--- src/rtl/branch_resolver.sv ---
// Mem-stage branch resolution: checks the fetch-time prediction against the actual
// BEQ/BNE outcome, updates the predictor, flushes on mispredict and holds a redirect PC.
module branch_resolver #(
    parameter int unsigned PC_W  = 32,
    parameter int unsigned CNT_W = 32
) (
    input  logic             CLK,
    input  logic             nRST,
    input  logic             stall,
    input  logic             valid_mem,
    input  logic             beq_mem,
    input  logic             bne_mem,
    input  logic             zero_mem,
    input  logic [PC_W-1:0]  pc_mem,
    input  logic [PC_W-1:0]  branch_addr_mem,
    input  logic             pred_taken_mem,
    input  logic [PC_W-1:0]  pred_target_mem,
    input  logic             redirect_ack,
    output logic             upd_valid,
    output logic [PC_W-1:0]  upd_pc,
    output logic [PC_W-1:0]  upd_target,
    output logic             upd_taken,
    output logic             branch_mispredict,
    output logic             flush_fd,
    output logic             flush_de,
    output logic             flush_em,
    output logic             redirect_valid,
    output logic [PC_W-1:0]  redirect_pc,
    output logic [CNT_W-1:0] branch_count,
    output logic [CNT_W-1:0] mispredict_count
);

    localparam logic [0:0] IDLE     = 1'b0;
    localparam logic [0:0] REDIRECT = 1'b1;

    logic [0:0]      state;
    logic            is_branch;
    logic            resolve;
    logic            taken;
    logic            target_miss;
    logic            mispredict;
    logic [PC_W-1:0] fallthrough_pc;
    logic [PC_W-1:0] next_pc;

    // Counters stick at all-ones so long runs never read as small values.
    function automatic logic [CNT_W-1:0] sat_inc(input logic [CNT_W-1:0] v);
        return (&v) ? v : v + CNT_W'(1);
    endfunction

    always_comb begin
        is_branch      = beq_mem | bne_mem;
        resolve        = valid_mem & is_branch & ~stall & (state == IDLE);
        taken          = beq_mem ? zero_mem : ~zero_mem;
        fallthrough_pc = pc_mem + PC_W'(4);
        next_pc        = taken ? branch_addr_mem : fallthrough_pc;
        target_miss    = taken & pred_taken_mem & (pred_target_mem != branch_addr_mem);
        mispredict     = (pred_taken_mem != taken) | target_miss;
    end

    always_ff @(posedge CLK) begin
        if (!nRST) begin
            state             <= IDLE;
            upd_valid         <= 1'b0;
            upd_pc            <= '0;
            upd_target        <= '0;
            upd_taken         <= 1'b0;
            branch_mispredict <= 1'b0;
            flush_fd          <= 1'b0;
            flush_de          <= 1'b0;
            flush_em          <= 1'b0;
            redirect_valid    <= 1'b0;
            redirect_pc       <= '0;
            branch_count      <= '0;
            mispredict_count  <= '0;
        end else begin
            upd_valid         <= 1'b0;
            branch_mispredict <= 1'b0;
            flush_fd          <= 1'b0;
            flush_de          <= 1'b0;
            flush_em          <= 1'b0;

            if (resolve) begin
                upd_valid         <= 1'b1;
                upd_pc            <= pc_mem;
                upd_target        <= branch_addr_mem;
                upd_taken         <= taken;
                branch_mispredict <= mispredict;
                branch_count      <= sat_inc(branch_count);
                if (mispredict) begin
                    mispredict_count <= sat_inc(mispredict_count);
                    flush_fd         <= 1'b1;
                    flush_de         <= 1'b1;
                    flush_em         <= 1'b1;
                    redirect_pc      <= next_pc;
                    redirect_valid   <= 1'b1;
                    state            <= REDIRECT;
                end
            end

            // Ack is honoured regardless of stall; redirect_pc is left as-is.
            if ((state == REDIRECT) && redirect_ack) begin
                redirect_valid <= 1'b0;
                state          <= IDLE;
            end
        end
    end

endmodule

--- config.mk ---
export PLATFORM = sky130hd
export DESIGN_NAME = branch_resolver
export DESIGN_NICKNAME = d
export VERILOG_FILES = /design/src/rtl/branch_resolver.sv
export SDC_FILE = /design/constraint.sdc
export NUM_CORES = 1
export LEC_CHECK = 0
export CAP_MARGIN = 30
export CORE_ASPECT_RATIO = 0.5
export CORE_MARGIN = 2
export CORE_UTILIZATION = 41
export DETAILED_ROUTE_END_ITERATION = 16
export PLACE_DENSITY = 0.88
export SKIP_LAST_GASP = 1
export SLEW_MARGIN = 20
export SYNTH_ARGS = -nofsm -noshare
export SYNTH_HDL_FRONTEND = slang
export SYNTH_SLANG_ARGS = --single-unit
--- constraint.sdc ---
create_clock -name CLK -period 2.8 [get_ports CLK]
set_input_delay 0.7 -clock CLK [delete_from_list [all_inputs] [get_ports CLK]]
set_output_delay 0.7 -clock CLK [all_outputs]
set_load 0.005 [all_outputs]
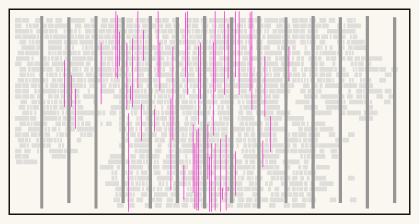
**Above:** metal 4.
Scale: 2 px per µm. Supply wires on this layer in grey. Cells faint in the background.
- wire length on this layer: 1450 µm
- longest straight run: 49.0 µm
- nets with wire on the layer: 44

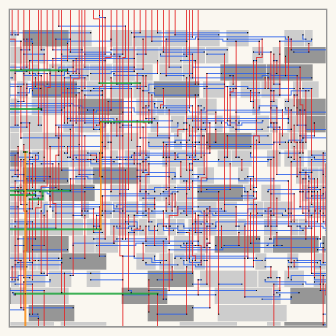
**Above:** close-up of the layout.
Region (125, 51) to (175, 101) µm. Cells in grey, sequential cells in the stronger grey; small squares are vias.
- orange: metal 4
- blue: metal 1
- green: metal 3
- red: metal 2
- netlist names of flops here include: branch_count (20), upd_target (2)
- sequential cells in the window: 22
- most frequent: clkdlybuf4s50_1 (29), nor2_1 (24), dfxtp_1 (22)
- cells with their middle in the window: 190

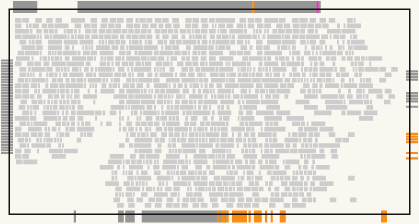
**Above:** I/O pins on the die edge.
Scale: 2 px per µm. Pins as bars across the die edge, other pins in grey.
- magenta: beq_mem (pins 1; direction input; edge north)
- orange: mispredict_count (pins 32; direction output; edge 25 south, 6 east, 1 north)
- all pins by edge: 145 north, 77 south, 35 west, 15 east
die span in x: 200 µm
height of the die: 102 µm
# port buffers: 271

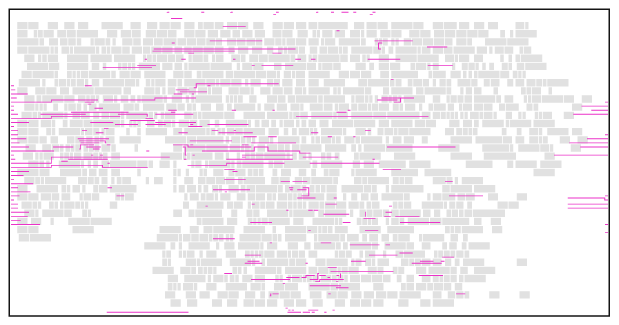
**Above:** M3 wires.
Scale: 3 px per µm. Cells faint in the background.
- main direction: horizontal
- wire length on this layer: 1520 µm

==> results_dict.tcl <==
# yosys + openroad results
set metrics [dict create \
    status "complete, no violations" \
    clock_sink_count 164 \
    chip_area_um2 20300 \
    ir_worst_vdd_mv 0.479 \
    clkbuf_count 18 \
    yosys_register_bits 164 \
    flop-count 164 \
    tapCellCount 259 \
    global_route.usage.total_pct 26.5 \
    total_cts_buffers 17 \
    route.detailed.vias_per_inst 5.51 \
    finalClockSkew_ps 15.6 \
    cp_data_required_time_ps 3150 \
    r2r_setup_slack_ps 390 \
    yosys_cells 983 \
    detailroute.via_count 8580 \
    maxPowerGroup "the clock network" \
    cp_cell_sequence "clkdlybuf4s50_1, xor2_1, nor4_1, nand4_1, o211ai_1, and2_4, buf_12, buf_4, nand2_1, a21oi_1" \
    placedCellCount 1524 \
    drt.antenna.violating_nets 0 \
    worstSetupPathType "in2reg" \
    timing.final.hold_violations 0 \
    critPathMaxFanout 14 \
    switching_share_of_power_pct 25.2 \
    mux_share_pct 1.41 \
    switching_power_w 0.00146 \
    yosys-top-cells-count "nand2_1 (217), dfxtp_1 (164), a21oi_1 (103)" \
    timing.hold.worst.start "upd_target[24]" \
    p_clk_share_pct 42.7 \
    drt_wl_total_um 27800 \
    drt_pre_antenna_iters 6 \
    synth-edff-count 0 \
    cp-startpoint "branch_addr_mem[10]" \
    endpoint "redirect_pc[8]" \
    drive_above_1_share_pct 9.64 \
    signal_buffers 348 \
    totalNegativeSetupSlack_ps 0 \
    ys_sh_simple_pct 28.1 \
    post_layout_nonfiller_instances 1556 \
    largest_net_degree_at_the_start_of_global_routing 67 \
    timing.critical_path.slowest_cell_delay_ps 430 \
    routed.top_layer "met4" \
    setup_viol 0 \
    wire_length_per_cell_after_detailed_routing_um 17.9 \
    final_cell_mix "clkdlybuf4s50_1 (268), nand2_1 (216), dfxtp_1 (164), a21oi_1 (103), buf_4 (71)" \
    synthesis.area_per_instance_um2 7.97 \
    p_seq_share_pct 42.3 \
    yosys.area_share.aoi_pct 13.8 \
    met2_demand_to_capacity_share_in_global_routing_pct 44.8 \
    floorplan.rows 35 \
    fp.coreArea_um2 18600 \
    groute.layer.met3.usage_pct 5.73 \
    synthDominantCellAreaShare_pct 41.9 \
    non_clock_buffer_area_share_pct 28.4 \
    final_max_slew_viol_count 0 \
    proportion_of_synthesized_flip_flops_having_asynchronous_set_or_reset_pct 0 \
    comb_share_pct 35.7 \
    layout.cells.largest_class "multi-input combinational cells" \
    crit-reg2reg-capture "branch_count[15]" \
    grt_first_pass_wirelength_um 42300 \
    post_cts.resized_instances 0 \
    critical_path.top_delay_family "simple AND/OR/NAND/NOR gates" \
    comb_power_share_pct 15.0 \
    worst_setup_hold_path_clk_slew_ps 60 \
    synth.logic.top_family "simple AND/OR/NAND/NOR gates" \
    place_ws_ps -327 \
    postSynth.topFlopCell "dfxtp_1" \
    rsz0062_at_grt "yes" \
    finalCoreUtilization_pct 64.0 \
    seq_area_share_pct 27.6 \
    worst_setup_path_end_kind "flip-flop" \
    via_count_of_the_first_global_routing_pass 8282 \
    grtUsageMet1_pct 31.5 \
    pwr.group.combinational_w 0.000873 \
    period_used_pct 96.1 \
    cts_tree "built" \
    yosysTopAreaCell "dfxtp_1" \
]
